==> config.mk <==
export PLATFORM = sky130hd
export DESIGN_NAME = line_chunk_serializer
export DESIGN_NICKNAME = d
export VERILOG_FILES = /design/src/rtl/line_ser_pkg.sv /design/src/rtl/line_chunk_serializer.sv
export SDC_FILE = /design/constraint.sdc
export NUM_CORES = 1
export LEC_CHECK = 0
export CAP_MARGIN = 20
export CELL_PAD_IN_SITES_DETAIL_PLACEMENT = 0
export CELL_PAD_IN_SITES_GLOBAL_PLACEMENT = 1
export CORE_MARGIN = 3
export CORE_UTILIZATION = 35
export DETAILED_ROUTE_END_ITERATION = 10
export GPL_TIMING_DRIVEN = 0
export PLACE_DENSITY_LB_ADDON = 0.1
export REMOVE_ABC_BUFFERS = 1
export SLEW_MARGIN = 40
export SYNTH_ARGS = -nofsm -noshare
export SYNTH_HDL_FRONTEND = slang
export SYNTH_SLANG_ARGS = --single-unit
==> constraint.sdc <==
create_clock -name clk -period 2.4 [get_ports clk]
set_input_delay 0.48 -clock clk [delete_from_list [all_inputs] [get_ports clk]]
set_output_delay 0.48 -clock clk [all_outputs]
set_load 0.01 [all_outputs]
==> src/rtl/line_ser_pkg.sv <==
// Shared types and width helper for the line-to-chunk serializer.
package line_ser_pkg;

  typedef enum logic {
    IDLE = 1'b0,
    SEND = 1'b1
  } ser_state_e;

  // Index/counter width that never collapses to zero bits.
  function automatic int clog2_min1(input int n);
    return (n <= 1) ? 1 : $clog2(n);
  endfunction

endpackage

==> src/rtl/line_chunk_serializer.sv <==
// Buffers one wide line and emits it as CHUNKS chunks of CHUNK_W bits, tagging
// each chunk with its index, the line's row in the frame and sol/eol/eof markers.
module line_chunk_serializer
  import line_ser_pkg::*;
#(
  parameter int CHUNK_W   = 16,
  parameter int CHUNKS    = 30,
  parameter int ROWS      = 480,
  parameter bit MSB_FIRST = 1'b0,
  localparam int LINE_W   = CHUNK_W * CHUNKS,
  localparam int IDX_W    = clog2_min1(CHUNKS),
  localparam int ROW_W    = clog2_min1(ROWS)
) (
  input  logic              clk,
  input  logic              rst_n,
  input  logic              frame_restart,
  input  logic              line_valid,
  output logic              line_ready,
  input  logic [LINE_W-1:0] line_data,
  output logic              out_valid,
  input  logic              out_ready,
  output logic [CHUNK_W-1:0] out_data,
  output logic [IDX_W-1:0]  out_chunk,
  output logic [ROW_W-1:0]  out_row,
  output logic              out_sol,
  output logic              out_eol,
  output logic              out_eof
);

  localparam logic [IDX_W-1:0] LAST_IDX = IDX_W'(CHUNKS - 1);
  localparam logic [ROW_W-1:0] LAST_ROW = ROW_W'(ROWS - 1);

  ser_state_e         state_q;
  logic [IDX_W-1:0]   idx_q, idx_d;
  logic [ROW_W-1:0]   row_q, row_d;
  logic [LINE_W-1:0]  buf_q;
  logic [IDX_W-1:0]   sel_idx;
  logic [CHUNK_W-1:0] chunk;
  logic               last_hs;
  logic               line_hs;

  // Both ports use valid/ready: a transfer happens on a rising edge where valid
  // and ready are both high; valid side holds its payload stable until then.
  assign out_valid  = (state_q == SEND);
  assign out_chunk  = idx_q;
  assign out_row    = row_q;
  assign out_sol    = out_valid && (idx_q == '0);
  assign out_eol    = out_valid && (idx_q == LAST_IDX);
  assign out_eof    = out_eol && (row_q == LAST_ROW);
  assign last_hs    = out_eol && out_ready;
  // A new line may be taken while the previous line's last chunk leaves.
  assign line_ready = rst_n && !frame_restart && ((state_q == IDLE) || last_hs);
  assign line_hs    = line_valid && line_ready;

  always_comb begin
    idx_d = (idx_q == LAST_IDX) ? '0 : idx_q + IDX_W'(1);
    row_d = (row_q == LAST_ROW) ? '0 : row_q + ROW_W'(1);
  end

  always_comb begin
    sel_idx = MSB_FIRST ? (LAST_IDX - idx_q) : idx_q;
    chunk   = '0;
    if (int'(sel_idx) < CHUNKS) chunk = buf_q[int'(sel_idx)*CHUNK_W +: CHUNK_W];
  end

  assign out_data = out_valid ? chunk : '0;

  always_ff @(posedge clk or negedge rst_n) begin
    if (!rst_n) begin
      state_q <= IDLE;
      idx_q   <= '0;
      row_q   <= '0;
      buf_q   <= '0;
    end else if (frame_restart) begin
      state_q <= IDLE;
      idx_q   <= '0;
      row_q   <= '0;
      buf_q   <= '0;
    end else begin
      case (state_q)
        IDLE: begin
          if (line_hs) begin
            buf_q   <= line_data;
            idx_q   <= '0;
            state_q <= SEND;
          end
        end
        SEND: begin
          if (out_ready) begin
            idx_q <= idx_d;
            if (idx_q == LAST_IDX) begin
              row_q <= row_d;
              if (line_hs) buf_q <= line_data;
              else state_q <= IDLE;
            end
          end
        end
        default: state_q <= IDLE;
      endcase
    end
  end

endmodule

Fig. 1: sequential cells grouped by signal name
Scale bar: 100 um. Other sequential cells in the stronger grey, the rest of the logic in the fainter grey.
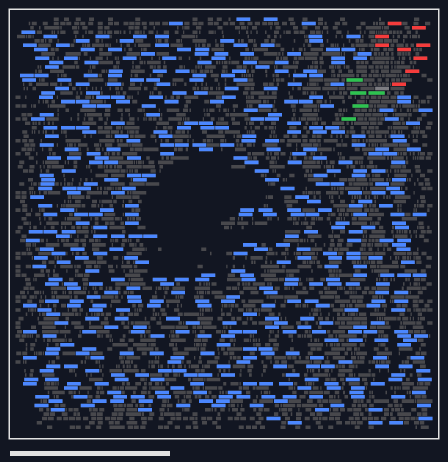
colour	name in the netlist	flops	where
green	out_chunk	5	top right
blue	buf_q	480	all over the die
red	out_row	9	top right
not coloured	1

Fig. 2: signal wires by layer
Scale bar: 100 um.
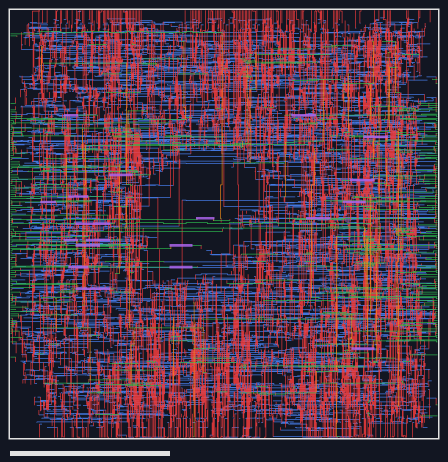
colour	layer	wire length
purple	M5	243 um
blue	M1	42.9 mm
green	M3	7300 um
red	M2	48.5 mm
orange	M4	2170 um

Fig. 3: drive-strength map
Scale bar: 100 um.
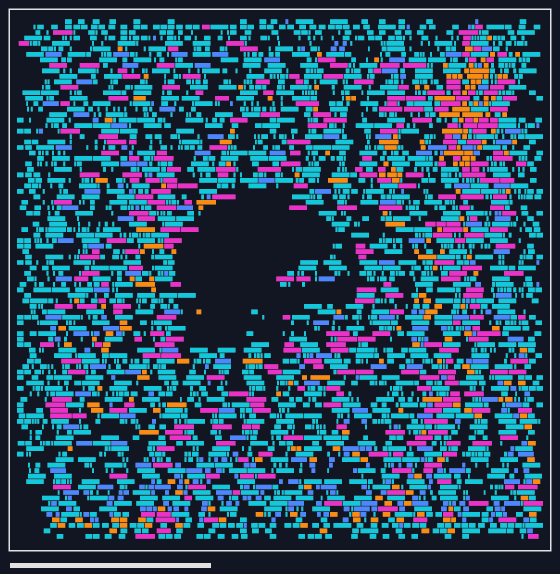
colour	size	cells	share	most used
blue	x2	303	9.4%	a21oi_2
orange	x3 and x4	220	6.8%	buf_4
cyan	x1 and smaller	2411	74%	nand2_1
magenta	x6 and larger	304	9.4%	clkbuf_16

==> flow_summary.ini <==
; yosys + openroad results
[die]
dieArea_um2 = 71900
placementRows = 95
core_area_um2 = 67600
pin_count = 520
fp_util = 0.356

[worst_setup_path]
worstPathArrival_ps = 3000
end_kind = primary output
crit_chain = buf_12 -> buf_16 -> buf_16 -> buf_4 -> mux4_2 -> a22o_4 -> a2111oi_4 -> a21oi_1 -> buf_2
crit_family = buffers and inverters
start_kind = flop
slowest_stage = dfrtp_4
rr_worst_depth = 21

[grt]
grt_usage = 0.271

[logic_synthesis]
edf_count = 0
ys_async_sr_fraction = 1.00
avgSynthCellArea_um2 = 9.63
syn_area_um2 = 24100
ys.flops = 495

[status]
status = finished, violations left
violations = setup timing

[timing]
finalSetupViolCount = 518
setup_slack_ps = -1080
relSlewSlack = 0.484
finalHoldViolCount = 0
period_needed_ps = 3480
drv_slew = 0

[clocking]
root_buffer = clkbuf_16
cts_tree = built
clock_path_buffers = 3
cts_buffers = 56
clkLatencyLatePin_ps = 610

[power]
p_per_area_nw_per_um2 = 542
netSwitchingFraction = 0.249
clkPwrFrac = 0.413

[route]
drt_iter0_markers = 1749
drt-pass1-iter-count = 6
drc = 0
viasPerCell = 5.33
drt-wirelength-per-cell_um = 24.5
vias = 22100

[layout]
fillCellCount = 5811
final_cell_mix = nand2_1, clkdlybuf4s50_1, dfrtp_1
utilization = 0.567

[flow_run]
drv_cap = 0

[place]
dp_slack_ps = -1630
place_congestion = 0.782
io_buffers = 519
kinds of logic (layout without fill, tap and decap cells):
logic type,count (synthesis),count (layout),synth area share
AND-OR/OR-AND,374,374,0.0909
buffers and inverters,215,955,0.0419
AND/OR/NAND/NOR,1263,1263,0.239
XOR/XNOR,2,2,0.000728
multiplexers,145,145,0.110
adder cells (fa/ha/maj),4,4,0.00208
other,0,23,0
flip-flops,495,495,0.515
synthesized netlist by cell type (5+ instances only):
cell / instances
a2111oi_2: 7
a211oi_1: 5
a21oi_1: 262
a221oi_1: 5
a22o_1: 19
a22oi_1: 27
buf_1: 5
buf_2: 83
buf_4: 6
buf_6: 8
clkbuf_1: 108
dfrtp_1: 495
mux2i_1: 48
mux4_2: 96
nand2_1: 975
nand3_1: 8
nand3b_1: 243
nor2_1: 8
o21ai_0: 17
o22ai_1: 16
state kept, by name, indices dropped and copies added, names as in the netlist:
register	count
out_row	9
buf_q	480
out_valid	1
out_chunk	5
worst register-to-register path, cell delays in order (launching register included):
cell     delay (ps)
dfrtp_4         510
buf_6           150
buf_6           110
buf_6           100
buf_6           100
buf_6           100
inv_4            40
buf_6            90
ha_4            110
nand4_1         110
buf_4           200
buf_6           110
buf_6           110
buf_6           110
o32a_4          230
buf_12          140
buf_16          150
buf_16          190
buf_12          130
buf_8           130
nand2_1          70
a21oi_1          60
worst paths after layout:
path	to	slack [ps]	start
max	out_data[8]	-1080	out_chunk[0]
min	buf_q[221]	340	frame_restart
max reg2reg	buf_q[354]	-800	out_chunk[1]
min reg2reg	buf_q[79]	490	buf_q[79]
max in group asynchronous	buf_q[114]	170	rst_n
min in group asynchronous	buf_q[392]	920	rst_n
through the flow:
stage / cell area, um2 / TNS, ps / hold WS [ps]
6_report: 38400 / -389220 / 342
3_5_place_dp: 31200 / -476840 / 417
3_3_place_gp: 29400 / - / 484
2_1_floorplan: 23100 / - / 184
4_1_cts: 37100 / -351480 / 287
5_1_grt: 38300 / -430610 / 336
cell type report:
type	instances	area, um2	area share
inverter	3	13.8	0.000359
sequential	495	12400	0.323
timing repair buffer	852	10800	0.281
clock inverter	9	95.1	0.00248
multi-input combinational	1788	12200	0.318
antenna	23	57.6	0.00150
tap	873	1090	0.0285
clock buffer	91	1710	0.0447
power groups by stage:
stage | clock network, mW | logic (mW) | registers [mW]
after floorplan | 0 | 1.13 | 9.00
after global placement | 0 | 3.01 | 9.11
after detailed placement | 0 | 2.49 | 9.02
after CTS | 8.74 | 3.16 | 8.86
after global routing | 9.13 | 3.55 | 8.91
final | 8.59 | 3.33 | 8.87
metal layers:
metal	part of all wire	vias to the layer above	global-route usage
met5	0.0024	-	0
met4	0.021	38	0.0706
met3	0.072	156	0.0621
met2	0.48	741	0.439
met1	0.42	11100	0.369
li1	-	9985	-
what timing repair did:
item,CTS,global route
buffers inserted,154,24
hold buffers,2,1
endpoints found under the setup margin,499,511
resized,490,166
gates cloned,52,24
pin swaps,142,140
hold endpoints to repair,44,198
Power and IR drop assume default switching activity.
